### config.mk
export PLATFORM = sky130hd
export DESIGN_NAME = config_regbank
export DESIGN_NICKNAME = d
export VERILOG_FILES = /design/src/rtl/config_regbank.sv
export SDC_FILE = /design/constraint.sdc
export NUM_CORES = 1
export LEC_CHECK = 0
export ABC_CLOCK_PERIOD_IN_PS = 1900
export CAP_MARGIN = 5
export CORE_UTILIZATION = 44
export DETAILED_ROUTE_END_ITERATION = 6
export GPL_TIMING_DRIVEN = 0
export PLACE_DENSITY = 0.79
export SYNTH_ARGS = -nofsm -noshare
export SYNTH_HDL_FRONTEND = slang
export SYNTH_SLANG_ARGS = --single-unit
### constraint.sdc
create_clock -name clk_i -period 1.9 [get_ports clk_i]
set_input_delay 0.19 -clock clk_i [delete_from_list [all_inputs] [get_ports clk_i]]
set_output_delay 0.19 -clock clk_i [all_outputs]
set_load 0.03 [all_outputs]
### src/rtl/config_regbank.sv
// Double-buffered config register bank: byte-enabled shadow writes, atomic commit to active outputs.
// Latency: shadow 1 cycle after write; active regs load 1 cycle after the commit (or sync) edge; mux_o 1 cycle.
// Backpressure: none; writes and commits are accepted every cycle, commits while one is in flight are dropped.
module config_regbank #(
    parameter int NUM_REGS    = 4,
    parameter int DATA_W      = 16,
    parameter int NUM_MUX     = 8,
    parameter int MUX_W       = 8,
    parameter int SYNC_COMMIT = 0,
    localparam int AW         = $clog2(NUM_REGS),
    localparam int MW         = $clog2(NUM_MUX),
    localparam int BE_W       = DATA_W / 8
) (
    input  logic                       clk_i,
    input  logic                       rst_i,
    input  logic                       reg_wr_i,
    input  logic [AW-1:0]              reg_adr_i,
    input  logic [DATA_W-1:0]          reg_dat_i,
    input  logic [BE_W-1:0]            reg_be_i,
    input  logic                       commit_i,
    input  logic                       sync_i,
    output logic [NUM_REGS*DATA_W-1:0] regs_o,
    output logic [NUM_REGS*DATA_W-1:0] shadow_o,
    output logic                       dirty_o,
    output logic                       pending_o,
    output logic                       commit_done_o,
    input  logic [MW-1:0]              mux_adr_i,
    input  logic [NUM_MUX*MUX_W-1:0]   mux_i,
    output logic [MUX_W-1:0]           mux_o
);

    typedef enum logic [1:0] {ST_IDLE, ST_ARMED, ST_COPY} state_t;

    state_t            state_q, state_d;
    logic [DATA_W-1:0] shadow_q [NUM_REGS];
    logic [DATA_W-1:0] active_q [NUM_REGS];
    logic              dirty_q;
    logic [MUX_W-1:0]  mux_q, mux_sel;
    logic              wr_acc;
    logic              copy_en;

    // Out-of-range addresses and all-zero byte enables never touch the shadow or dirty flag.
    assign wr_acc = reg_wr_i && (int'(reg_adr_i) < NUM_REGS) && (|reg_be_i);

    always_ff @(posedge clk_i) begin
        if (rst_i) begin
            state_q <= ST_IDLE;
        end else begin
            state_q <= state_d;
        end
    end

    always_comb begin
        state_d       = state_q;
        pending_o     = 1'b0;
        commit_done_o = 1'b0;
        copy_en       = 1'b0;
        case (state_q)
            ST_IDLE: begin
                // A sync arriving with the commit is not consumed; arming needs a later sync.
                if (commit_i) state_d = (SYNC_COMMIT != 0) ? ST_ARMED : ST_COPY;
            end
            ST_ARMED: begin
                pending_o = 1'b1;
                if (sync_i) state_d = ST_COPY;
            end
            ST_COPY: begin
                commit_done_o = 1'b1;
                copy_en       = 1'b1;
                state_d       = ST_IDLE;
            end
            default: state_d = ST_IDLE;
        endcase
    end

    always_ff @(posedge clk_i) begin
        if (rst_i) begin
            for (int i = 0; i < NUM_REGS; i++) shadow_q[i] <= '0;
        end else begin
            for (int i = 0; i < NUM_REGS; i++) begin
                if (wr_acc && (int'(reg_adr_i) == i)) begin
                    for (int k = 0; k < BE_W; k++) begin
                        if (reg_be_i[k]) shadow_q[i][k*8 +: 8] <= reg_dat_i[k*8 +: 8];
                    end
                end
            end
        end
    end

    // Active regs take the pre-edge shadow, so a write in the copy cycle lands only in the shadow.
    always_ff @(posedge clk_i) begin
        if (rst_i) begin
            for (int i = 0; i < NUM_REGS; i++) active_q[i] <= '0;
        end else if (copy_en) begin
            for (int i = 0; i < NUM_REGS; i++) active_q[i] <= shadow_q[i];
        end
    end

    always_ff @(posedge clk_i) begin
        if (rst_i) begin
            dirty_q <= 1'b0;
        end else if (wr_acc) begin
            dirty_q <= 1'b1;
        end else if (copy_en) begin
            dirty_q <= 1'b0;
        end
    end

    always_comb begin
        mux_sel = '0;
        for (int k = 0; k < NUM_MUX; k++) begin
            if (int'(mux_adr_i) == k) mux_sel = mux_i[k*MUX_W +: MUX_W];
        end
    end

    always_ff @(posedge clk_i) begin
        if (rst_i) begin
            mux_q <= '0;
        end else begin
            mux_q <= mux_sel;
        end
    end

    for (genvar g = 0; g < NUM_REGS; g++) begin : g_flat
        assign regs_o[g*DATA_W +: DATA_W]   = active_q[g];
        assign shadow_o[g*DATA_W +: DATA_W] = shadow_q[g];
    end

    assign dirty_o = dirty_q;
    assign mux_o   = mux_q;

endmodule
==> impl_metrics.json <==
{
  "status": "completed",
  "timing.rr.start": "state_q[1]",
  "ys_warn_count": 0,
  "post_cts_resized": 1,
  "peakVddDrop_uv": 590.1,
  "worst_skew_pair.late_latency_ns": 0.41,
  "critical_path_start_end_classification": "input port to flip-flop",
  "route.detailed.drc": 0,
  "clkSinkCount": 138,
  "numPlacedInstances": 806,
  "timing.critical_path.slowest_stage_cell": "sky130_fd_sc_hd__clkdlybuf4s50_1",
  "setup_viol": 0,
  "route.top_layer_used": "met4",
  "dr.pass1.iters": 5,
  "drt_iter0_markers": 294,
  "cts-root-to-sink-buffers": 2,
  "core.rowCount": 41,
  "clock_pin_transition_on_the_worst_setup_and_hold_timing_paths_ns": 0.06,
  "worstSetupStartpoint": "rst_i",
  "place.port_buffers": 226,
  "ys_cells": 407,
  "critPathCaptureType": "flip-flop",
  "number_of_buffers_inserted_during_clock_tree_synthesis": 17,
  "hold_violations": 0,
  "num-clock-buffers": 18,
  "die-width_um": 117.6,
  "worst_path_bufs_invs": 3,
  "clk_share_pct": 6.215,
  "grt_max_degree": 36,
  "top_level_ports": 231,
  "ff_type": "sky130_fd_sc_hd__edfxtp_1",
  "ys_chip_area_mm2": 0.005883,
  "num_antenna_cells": 0,
  "r2r-end": "active_q[2][5]",
  "final.setup_skew_ns": 0.01383,
  "enable_flop_cells": 128,
  "timing.max_cap.violations": 0,
  "synth-seq-cells": 138,
  "via_per_inst": 5.134,
  "synth_area_leaders": "sky130_fd_sc_hd__edfxtp_1 65%, sky130_fd_sc_hd__and2_1 12%, sky130_fd_sc_hd__dfxtp_1 3.4%, sky130_fd_sc_hd__and2_2 1.9%, sky130_fd_sc_hd__mux2i_1 1.7%",
  "dp_slack_ns": -0.5628
}
==> where the power goes <==
| group | leakage, nW | internal (W) | total (W) | switching (W) |
|---|---|---|---|---|
| clock | 0.267 | 0.00191 | 0.00310 | 0.00119 |
| sequential | 1.38 | 0.00353 | 0.00363 | 0.0000917 |
| combinational | 1.71 | 0.000608 | 0.00136 | 0.000748 |
| total | 3.36 | 0.00605 | 0.00808 | 0.00203 |
==> logic make-up after synthesis <==
family / after synthesis / share of synthesized area, %
AOI/OAI and AO/OA: 58 / 7.252
DFF: 138 / 68.74
other: 1 / 0.06374
buffers and inverters: 25 / 2.531
muxes: 13 / 2.276
and+or+nand+nor: 172 / 19.14
==> tightest hold or removal path: cells and delay by family <==
family / cells / cell delay [ns]
AND-OR/OR-AND: 2 / 0.20
buffers and inverters: 1 / 0.15
Placement density heat map:
The die is cut into 12 by 12 equal tiles; dark blue is low, red is high, 0 to 100% covered.
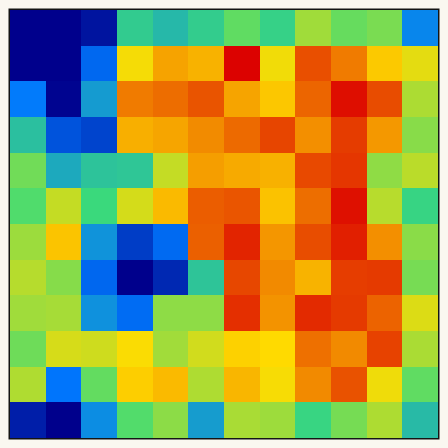
- nearly empty tiles: 4.9%
- fullest tile: 100%
- emptiest ninth of the die: top left
- tiles over 75% full: 42%
effective utilization at floorplan: 45.87%
core outline area: 0.01282 mm^2
final design utilization: 69.70%

Routing congestion:
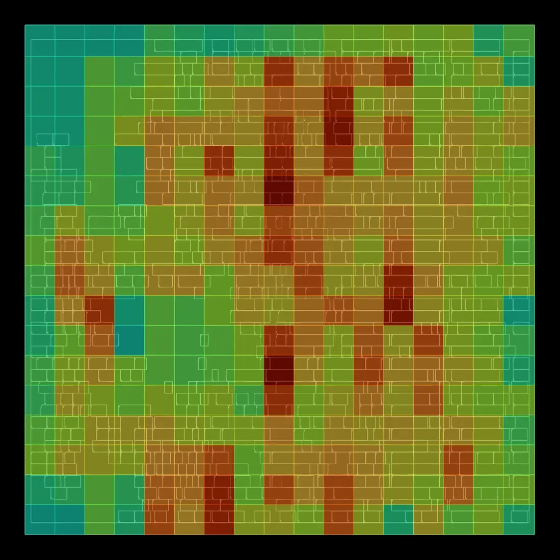
overall track demand over capacity in global routing: 23.19%
mean routed wirelength per cell: 18.79 um
met3 Track Usage GR: 6.105%
met2 capacity usage during global routing: 41.76%
most used routing layer in global routing: met2

Selected gate families:
The bar under the picture is 20 um long.
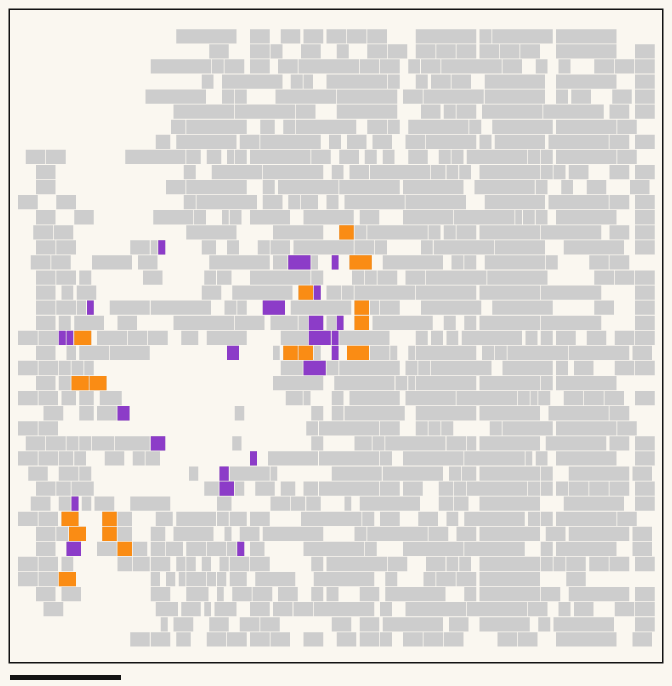
- purple: NOR gates (cells 23)
- orange: AND-OR and OR-AND gates (cells 17; where left middle)
most frequent standard cell in the layout excluding fill and tap cells: sky130_fd_sc_hd__clkdlybuf4s50_1
count of non-filler cells in the finished layout: 837
fraction of standard cell area in multi-input logic: 18.94%

Power is estimated from default activity; no workload was simulated.
